**src/rtl/i2c_pkg.sv**
```systemverilog
// Shared types and constants for the autonomous I2C write-frame generator.
package i2c_pkg;

  typedef enum logic [2:0] {
    ST_IDLE,
    ST_START,
    ST_BITS,
    ST_STOP,
    ST_DONE
  } state_e;

  localparam logic [1:0] P0 = 2'd0;
  localparam logic [1:0] P1 = 2'd1;
  localparam logic [1:0] P2 = 2'd2;
  localparam logic [1:0] P3 = 2'd3;

  localparam int BITS_PER_SLOT = 9;
  localparam int NUM_BYTES     = 3;

endpackage

```
**src/rtl/i2c_tick_gen.sv**
```systemverilog
// Quarter-bit tick generator: one-cycle pulse every CLK_DIV clocks.
module i2c_tick_gen #(
  parameter int CLK_DIV = 4
) (
  input  logic clk,
  input  logic rst_n,
  output logic tick
);

  localparam int CW = $clog2(CLK_DIV);

  logic [CW-1:0] cnt_q, cnt_d;

  assign tick = (cnt_q == CW'(CLK_DIV - 1));

  always_comb begin
    cnt_d = cnt_q + CW'(1);
    if (tick) cnt_d = '0;
  end

  always_ff @(posedge clk) begin
    if (!rst_n) cnt_q <= '0;
    else        cnt_q <= cnt_d;
  end

endmodule

```
**src/rtl/i2c_master_tx.sv**
```systemverilog
// Write-only I2C master: emits START, {DEV_ADDR,W}, REG_ADDR, DATA, STOP after reset.
// Define I2C_REPEAT_EN to resend the frame forever instead of stopping after one.
module i2c_master_tx #(
  parameter int         CLK_DIV    = 4,
  parameter logic [6:0] DEV_ADDR   = 7'h50,
  parameter logic [7:0] REG_ADDR   = 8'h00,
  parameter logic [7:0] DATA       = 8'hA5,
  parameter int         IDLE_TICKS = 16
) (
  input  logic clk,
  input  logic rst_n,
  output logic sck,
  output logic sda
);
  import i2c_pkg::*;

  localparam int IW = $clog2(IDLE_TICKS + 2);

  state_e        state_q, state_d;
  logic [1:0]    phase_q, phase_d;
  logic [3:0]    bit_q,   bit_d;
  logic [1:0]    byte_q,  byte_d;
  logic [IW-1:0] idle_q,  idle_d;
  logic          sck_q,   sck_d;
  logic          sda_q,   sda_d;
  logic          tick;
  logic [7:0]    cur_byte;

  i2c_tick_gen #(.CLK_DIV(CLK_DIV)) u_tick (
    .clk  (clk),
    .rst_n(rst_n),
    .tick (tick)
  );

  always_comb begin
    unique case (byte_d)
      2'd0:    cur_byte = {DEV_ADDR, 1'b0};
      2'd1:    cur_byte = REG_ADDR;
      default: cur_byte = DATA;
    endcase
  end

  always_comb begin
    state_d = state_q;
    phase_d = phase_q;
    bit_d   = bit_q;
    byte_d  = byte_q;
    idle_d  = idle_q;
    sck_d   = sck_q;
    sda_d   = sda_q;
    if (tick) begin
      unique case (state_q)
        ST_IDLE: begin
          if (idle_q == IW'(IDLE_TICKS)) begin
            state_d = ST_START;
            phase_d = P0;
            idle_d  = '0;
          end else begin
            idle_d = idle_q + IW'(1);
          end
        end
        ST_START: begin
          if (phase_q == P3) begin
            state_d = ST_BITS;
            phase_d = P0;
            bit_d   = '0;
            byte_d  = '0;
          end else begin
            phase_d = phase_q + 2'd1;
          end
        end
        ST_BITS: begin
          if (phase_q != P3) begin
            phase_d = phase_q + 2'd1;
          end else begin
            phase_d = P0;
            if (bit_q == 4'(BITS_PER_SLOT - 1)) begin
              bit_d = '0;
              if (byte_q == 2'(NUM_BYTES - 1)) state_d = ST_STOP;
              else                             byte_d  = byte_q + 2'd1;
            end else begin
              bit_d = bit_q + 4'd1;
            end
          end
        end
        ST_STOP: begin
          // The released P3 phase (1,1) doubles as the first tick of the next
          // idle period, so the frame-to-frame gap is exactly IDLE_TICKS+3 ticks.
          if (phase_q == P2) begin
            phase_d = P0;
            byte_d  = '0;
            idle_d  = '0;
`ifdef I2C_REPEAT_EN
            state_d = ST_IDLE;
`else
            state_d = ST_DONE;
`endif
          end else begin
            phase_d = phase_q + 2'd1;
          end
        end
        ST_DONE: ;
        default: state_d = ST_IDLE;
      endcase

      unique case (state_d)
        ST_START: begin
          sck_d = 1'b1;
          sda_d = (phase_d == P0) || (phase_d == P1);
        end
        ST_BITS: begin
          sck_d = phase_d[1];
          sda_d = (bit_d == 4'(BITS_PER_SLOT - 1)) ? 1'b1 : cur_byte[~bit_d[2:0]];
        end
        ST_STOP: begin
          sck_d = phase_d[1];
          sda_d = (phase_d == P3);
        end
        default: begin
          sck_d = 1'b1;
          sda_d = 1'b1;
        end
      endcase
    end
  end

  always_ff @(posedge clk) begin
    if (!rst_n) begin
      state_q <= ST_IDLE;
      phase_q <= P0;
      bit_q   <= '0;
      byte_q  <= '0;
      idle_q  <= '0;
      sck_q   <= 1'b1;
      sda_q   <= 1'b1;
    end else begin
      state_q <= state_d;
      phase_q <= phase_d;
      bit_q   <= bit_d;
      byte_q  <= byte_d;
      idle_q  <= idle_d;
      sck_q   <= sck_d;
      sda_q   <= sda_d;
    end
  end

  assign sck = sck_q;
  assign sda = sda_q;

endmodule

```
**config.mk**
```make
export PLATFORM = sky130hd
export DESIGN_NAME = i2c_master_tx
export DESIGN_NICKNAME = d
export VERILOG_FILES = /design/src/rtl/i2c_pkg.sv /design/src/rtl/i2c_tick_gen.sv /design/src/rtl/i2c_master_tx.sv
export SDC_FILE = /design/constraint.sdc
export NUM_CORES = 1
export LEC_CHECK = 0
export CORE_UTILIZATION = 25
export CTS_BUF_LIST = sky130_fd_sc_hd__clkbuf_4 sky130_fd_sc_hd__clkbuf_8 sky130_fd_sc_hd__clkbuf_16
export CTS_CLUSTER_SIZE = 40
export DETAILED_ROUTE_END_ITERATION = 8
export GPL_TIMING_DRIVEN = 0
export HOLD_SLACK_MARGIN = 0.08
export PLACE_DENSITY_LB_ADDON = 0.25
export SYNTH_ARGS = -nofsm -noshare
export SYNTH_HDL_FRONTEND = slang
export SYNTH_SLANG_ARGS = --single-unit
export TNS_END_PERCENT = 30
```
**constraint.sdc**
```tcl
create_clock -name clk -period 2.35 [get_ports clk]
set_clock_uncertainty 0.2 [all_clocks]
set_input_delay 0.47 -clock clk [delete_from_list [all_inputs] [get_ports clk]]
set_output_delay 0.47 -clock clk [all_outputs]
set_load 0.005 [all_outputs]
```
==> flow_summary.rst, run 1 <==
Synthesis and place-and-route
=============================

.. list-table::
   :header-rows: 1

   * - Metric
     - Value
   * - Number of buffers created by CTS
     - 3
   * - Peak ir drop on the vdd network
     - 0.176 mV
   * - Average vias per placed instance
     - 4.74
   * - Transition time at the pin with the least slew margin
     - 588 ps
   * - Antenna violations before repair
     - 0
   * - F_max
     - 457 MHz
   * - Maximum count of clock buffers along a single path
     - 2
   * - Dpl cell area
     - 1520 um^2
   * - Data arrival time of the critical path
     - 2140 ps
   * - Met2 Usage GRT
     - 16.9%
   * - Horiz. Die Dim
     - 76.9 um
   * - Worst path most repeated cell
     - sky130_fd_sc_hd__o22ai_1
   * - Core ar.
     - 5270 um^2
   * - Run status
     - finished clean
   * - Post-CTS Hold Buffers
     - 0
   * - Clock transition at the registers of the reported paths
     - 80 ps
   * - Yosys Chip Area
     - 1400 um^2
   * - Post-Syn Area per Cell
     - 8.30 um^2
   * - Remaining antenna violation count after routing
     - 0
   * - Met1 GRT Util
     - 15.1%
   * - Initial core utilization
     - 26.6%
   * - Sum of internal, switching and leakage power
     - 718 uW
   * - Number of sinks driven by the clock tree
     - 20
   * - Areal power density over the cells
     - 447 nW/um^2
   * - Remaining routing DRC violations
     - 0
   * - Area of all placed cells without fillers
     - 1610 um^2
   * - Dpl ws
     - -16.8 ps
   * - Post-Synthesis Cells
     - 169
   * - Type of destination of the critical path
     - register
## run 1: layout make-up
cell class	count	area [um^2]
Fill cell	569	3660
Sequential cell	20	403
Multi-Input combinational cell	129	938
Buffer	7	43.8
Inverter	13	48.8
Tap cell	70	87.6
Clock buffer	4	55.1
Timing Repair Buffer	3	30.0
## run 1: through the flow
step                utilization [%]  hold WS [ps]
CTS                            29.9           234
floorplan                         -           199
detailed placement             28.8           222
global route                   30.5           267
global placement               28.8           217
finish                         30.5           226
## run 1: final timing paths
check	start	to	slack [ps]
setup / recovery	bit_q[0]$_SDFFE_PN0P_	sda$_SDFFE_PN1P_	160
hold / removal	u_tick.cnt_q[0]$_SDFF_PP0_	u_tick.cnt_q[0]$_SDFF_PP0_	230
setup reg to reg	bit_q[0]$_SDFFE_PN0P_	sda$_SDFFE_PN1P_	160
hold reg to reg	u_tick.cnt_q[0]$_SDFF_PP0_	u_tick.cnt_q[0]$_SDFF_PP0_	230
## run 1: flip-flops by register name, summed over array words and instances, names as in the netlist
name and flops:
byte_q 2, sck 1, bit_q 4, state_q 3
u_tick.cnt_q 2, phase_q 2, idle_q 5, sda 1
## run 1: layer usage
| layer | wire length [um] | vias up |
|---|---|---|
| li1 | - | 606 |
| met1 | 1540 | 530 |
| met2 | 1370 | 21 |
| met3 | 71 | 10 |
| met4 | 99 | 0 |
| met5 | 0 | - |
## run 1: where the power goes
part / total, mW / internal (mW) / leakage [nW] / switching [mW]
logic: 0.0821 / 0.0321 / 0.356 / 0.0500
clock network: 0.276 / 0.149 / 0.0288 / 0.127
registers: 0.360 / 0.349 / 0.163 / 0.0110
total: 0.718 / 0.530 / 0.548 / 0.188
## run 1: cell usage in the layout, fill, tap and decap left out, drive strengths merged, types with 5 or more instances in the layout
master / n
a21oi: 11
ha: 11
nor2: 24
buf: 6
mux2i: 5
dfxtp: 20
a211oi: 5
inv: 13
clkbuf: 5
nand2: 15
## run 1: cells by family after synthesis
group,after synthesis,share of synthesized area (%)
fa+ha+maj,11,9.81
simple gates,69,28.2
xor+xnor,6,3.75
buf+inv,20,6.60
compound gates,38,19.5
mux,5,3.57
flops,20,28.5
## run 1: timing repair
action | CTS | global route
gates resized | 1 | 6
setup buffers | 0 | 0
endpoints found under the setup margin | 1 | 1
==> run_1/closeup.png <==
Window x 48 to 68, y 9 to 29 um. Cells in gray, sequential cells in the stronger gray; small squares are vias.
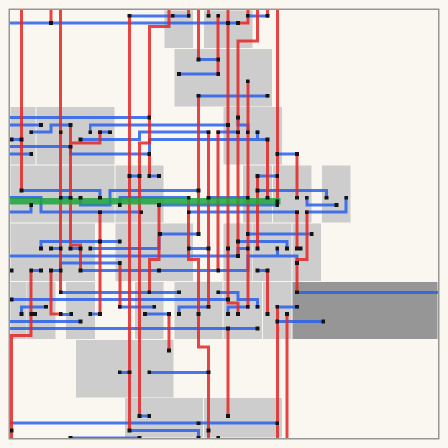
Green is M3. Blue is M1. Red is M2.
Most frequent: inv_1 (4), nand2_1 (3). 26 logic cells have their middle in the window. Sequential cells in the window: 1. Netlist names of flops here include bit_q (1).

==> run_1/clock_wires.png <==
(4 px per um)
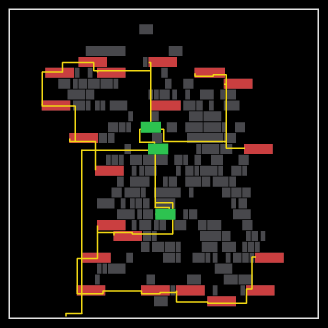
Red is flip-flops, count 20. Yellow is clock wires, length 356 um. Green is clock-net drivers, count 3.
There are 4 routed clock nets.

==> run_1/layers.png <==
(4 px per um)
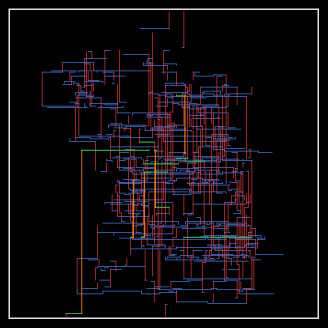
Red is M2, wire length 1370 um. Green is M3, wire length 71.3 um. Orange is M4, wire length 100 um. Blue is M1, wire length 1540 um.
overall track demand over capacity in global routing: 11.4%
via count: 1167
final wirelength: 3080 um
DR WL/cell: 12.5 um

## Run 2: what changed since run 1
Settings changed: HOLD_SLACK_MARGIN 0.08 to unset.
Clock period 2.35 ns to 2.25 ns, I/O delays scaled along.
==> run_2/congestion_map.png <==
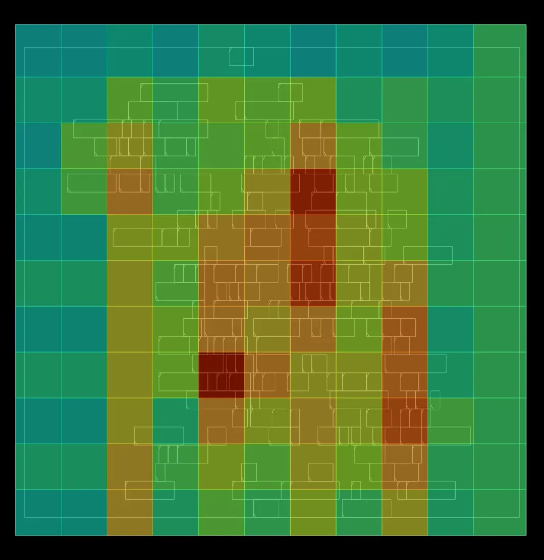
routing usage on met3: 1.55%
met1 GRT Util: 14.7%

==> run_2/ff_map.png <==
(6 px per um) Other sequential cells in the stronger gray, the rest of the logic in the fainter gray.
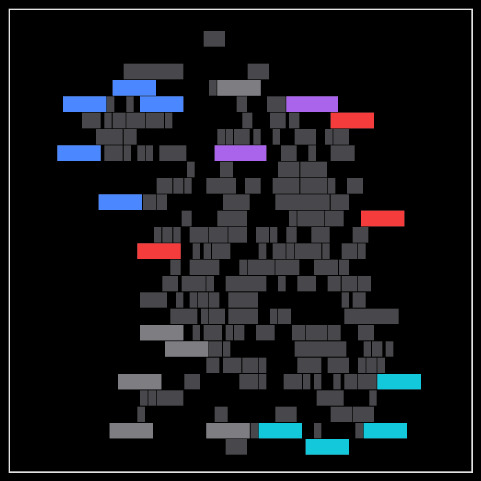
Blue is idle_q, placed flops 5, where top left. Purple is phase_q, placed flops 2. Red is state_q, placed flops 3. Cyan is bit_q, placed flops 4, where bottom right.

==> run_2/closeup.png <==
Window x 48 to 68, y 9 to 29 um. Cells in gray, sequential cells in the stronger gray; small squares are vias.
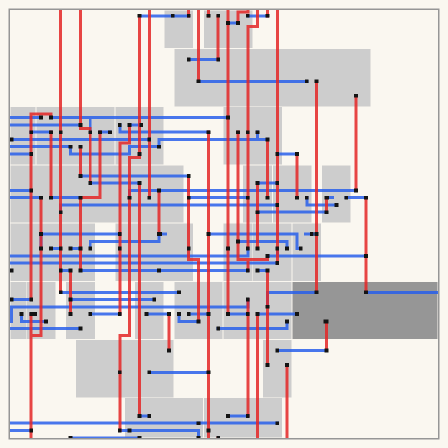
Blue is M1. Red is M2.
Sequential cells in the window: 1. Most frequent: inv_1 (4), nand2_1 (3). Netlist names of flops here include bit_q (1). 26 logic cells have their middle in the window.

==> run 2 against run 1 <==
  * Combinational power rose by 12%
  * Sequential power rose by 4%
  * Global-route usage fell by 0.050 points
  * Hold slack barely moved
  * Power rose by 4.9%
  * Critical endpoint unchanged
  * Largest cell class unchanged
  * Largest power group unchanged
==> flow_summary.rst, run 2 <==
Synthesis and place-and-route
=============================

.. list-table::
   :header-rows: 1

   * - Metric
     - Value
   * - Main logic family
     - simple AND/OR/NAND/NOR gates
   * - Simple-Gate Area Share
     - 28.2%
   * - Met2 Usage GRT
     - 17.7%
   * - Post-Syn Area per Cell
     - 8.30 um^2
   * - Areal power density over the cells
     - 454 nW/um^2
   * - Transition time at the pin with the least slew margin
     - 607 ps
   * - Via count
     - 1180
   * - Maximum count of clock buffers along a single path
     - 2
   * - Type of destination of the critical path
     - register
   * - Worst reg2reg startpoint
     - phase_q[0]$_SDFFE_PN0P_
   * - Overall track demand over capacity in global routing
     - 11.4%
   * - Data arrival time of the critical path
     - 2090 ps
   * - Core ar.
     - 5270 um^2
   * - Timing startpoint of the critical path
     - phase_q[0]$_SDFFE_PN0P_
   * - Run status
     - finished clean
   * - Clock transition at the registers of the reported paths
     - 90 ps
   * - Top cells excl fill/tap
     - sky130_fd_sc_hd__nor2_1 (24), sky130_fd_sc_hd__dfxtp_1 (18), sky130_fd_sc_hd__nand2_1 (15)
   * - Parity-gate share of the synthesized area counting xor and xnor cells
     - 3.75%
   * - Adder-cell share of the synthesized area
     - 9.81%
   * - F_max
     - 467 MHz
   * - Worst hold path startpoint
     - u_tick.cnt_q[0]$_SDFF_PP0_
   * - Critical register-to-register path endpoint
     - sda$_SDFFE_PN1P_
   * - Yosys Chip Area
     - 1400 um^2
   * - Horiz. Die Dim
     - 76.9 um
   * - Biggest register
     - idle_q
   * - Remaining routing DRC violations
     - 0
   * - Post-Synthesis Cells
     - 169
   * - Count of fill cells added during filler insertion
     - 568
   * - Compound-Gate Fraction of Synth Area
     - 19.5%
   * - Antenna violations before repair
     - 0
   * - Peak ir drop on the vdd network
     - 0.183 mV
   * - Dpl ws
     - -117 ps
   * - Average vias per placed instance
     - 4.78
   * - Slack of the worst reg-to-reg path
     - 110 ps
   * - Number of sinks driven by the clock tree
     - 20
   * - Number of flip-flops under the largest register name
     - 5
==> run 2: metal layers <==
| metal | vias to the layer above | share of wire, % |
|---|---|---|
| li1 | 610 | - |
| met1 | 542 | 48 |
| met2 | 22 | 46 |
| met3 | 6 | 2.9 |
| met4 | 0 | 2.2 |
| met5 | - | 0 |
==> run 2: repair_timing <==
action                     in CTS  in global routing
buffers inserted                0                  1
pin swaps                       0                  0
setup endpoints to repair       1                  1
hold buffers                    0                  0
resized                         6                 12
==> run 2: stage by stage <==
step                cell area (um^2)  hold WS (ps)  instances  util [%]  power (mW)
floorplan                       1400           199        169         -       0.443
global placement                1520           217        242      28.8       0.465
finish                          1660           226        247      31.5       0.753
global route                    1660           267        247      31.5       0.797
CTS                             1600           234        246      30.4       0.755
detailed placement              1520           222        242      28.8       0.463
==> run 2: worst min path at each step <==
stage                                            end  slack, ps
after floorplan           u_tick.cnt_q[0]$_SDFF_PP0_        200
after global placement    u_tick.cnt_q[0]$_SDFF_PP0_        220
after detailed placement  u_tick.cnt_q[0]$_SDFF_PP0_        220
after CTS                 u_tick.cnt_q[0]$_SDFF_PP0_        230
after global routing      u_tick.cnt_q[0]$_SDFF_PP0_        270
final                     u_tick.cnt_q[0]$_SDFF_PP0_        230
==> run 2: cell type report <==
type / count / area (um^2) / share of cell area (%)
multi-input combinational: 129 / 977 / 58.9
sequential: 20 / 408 / 24.6
tap: 70 / 87.6 / 5.28
clock buffer: 4 / 55.1 / 3.32
inverter: 13 / 48.8 / 2.94
buffer: 7 / 46.3 / 2.79
timing repair buffer: 4 / 37.5 / 2.26
==> run 2: where the power goes <==
group          internal (mW)  total (mW)  switching (mW)
logic                 0.0379      0.0920          0.0542
clock network          0.156       0.286           0.130
registers              0.363       0.375          0.0117
total                  0.557       0.753           0.196
==> run 2: cell families after synthesis <==
family	after synthesis
flops	20
simple gates	69
mux	5
fa+ha+maj	11
xor+xnor	6
buf+inv	20
compound gates	38
==> run 2: critical path: cells and delay by family (launching register included) <==
kind,cells,cell delay [ps]
buf+inv,1,70
compound gates,4,590
fa+ha+maj,1,300
mux,1,80
simple gates,1,380
flops,1,410
Power and IR drop assume default switching activity.
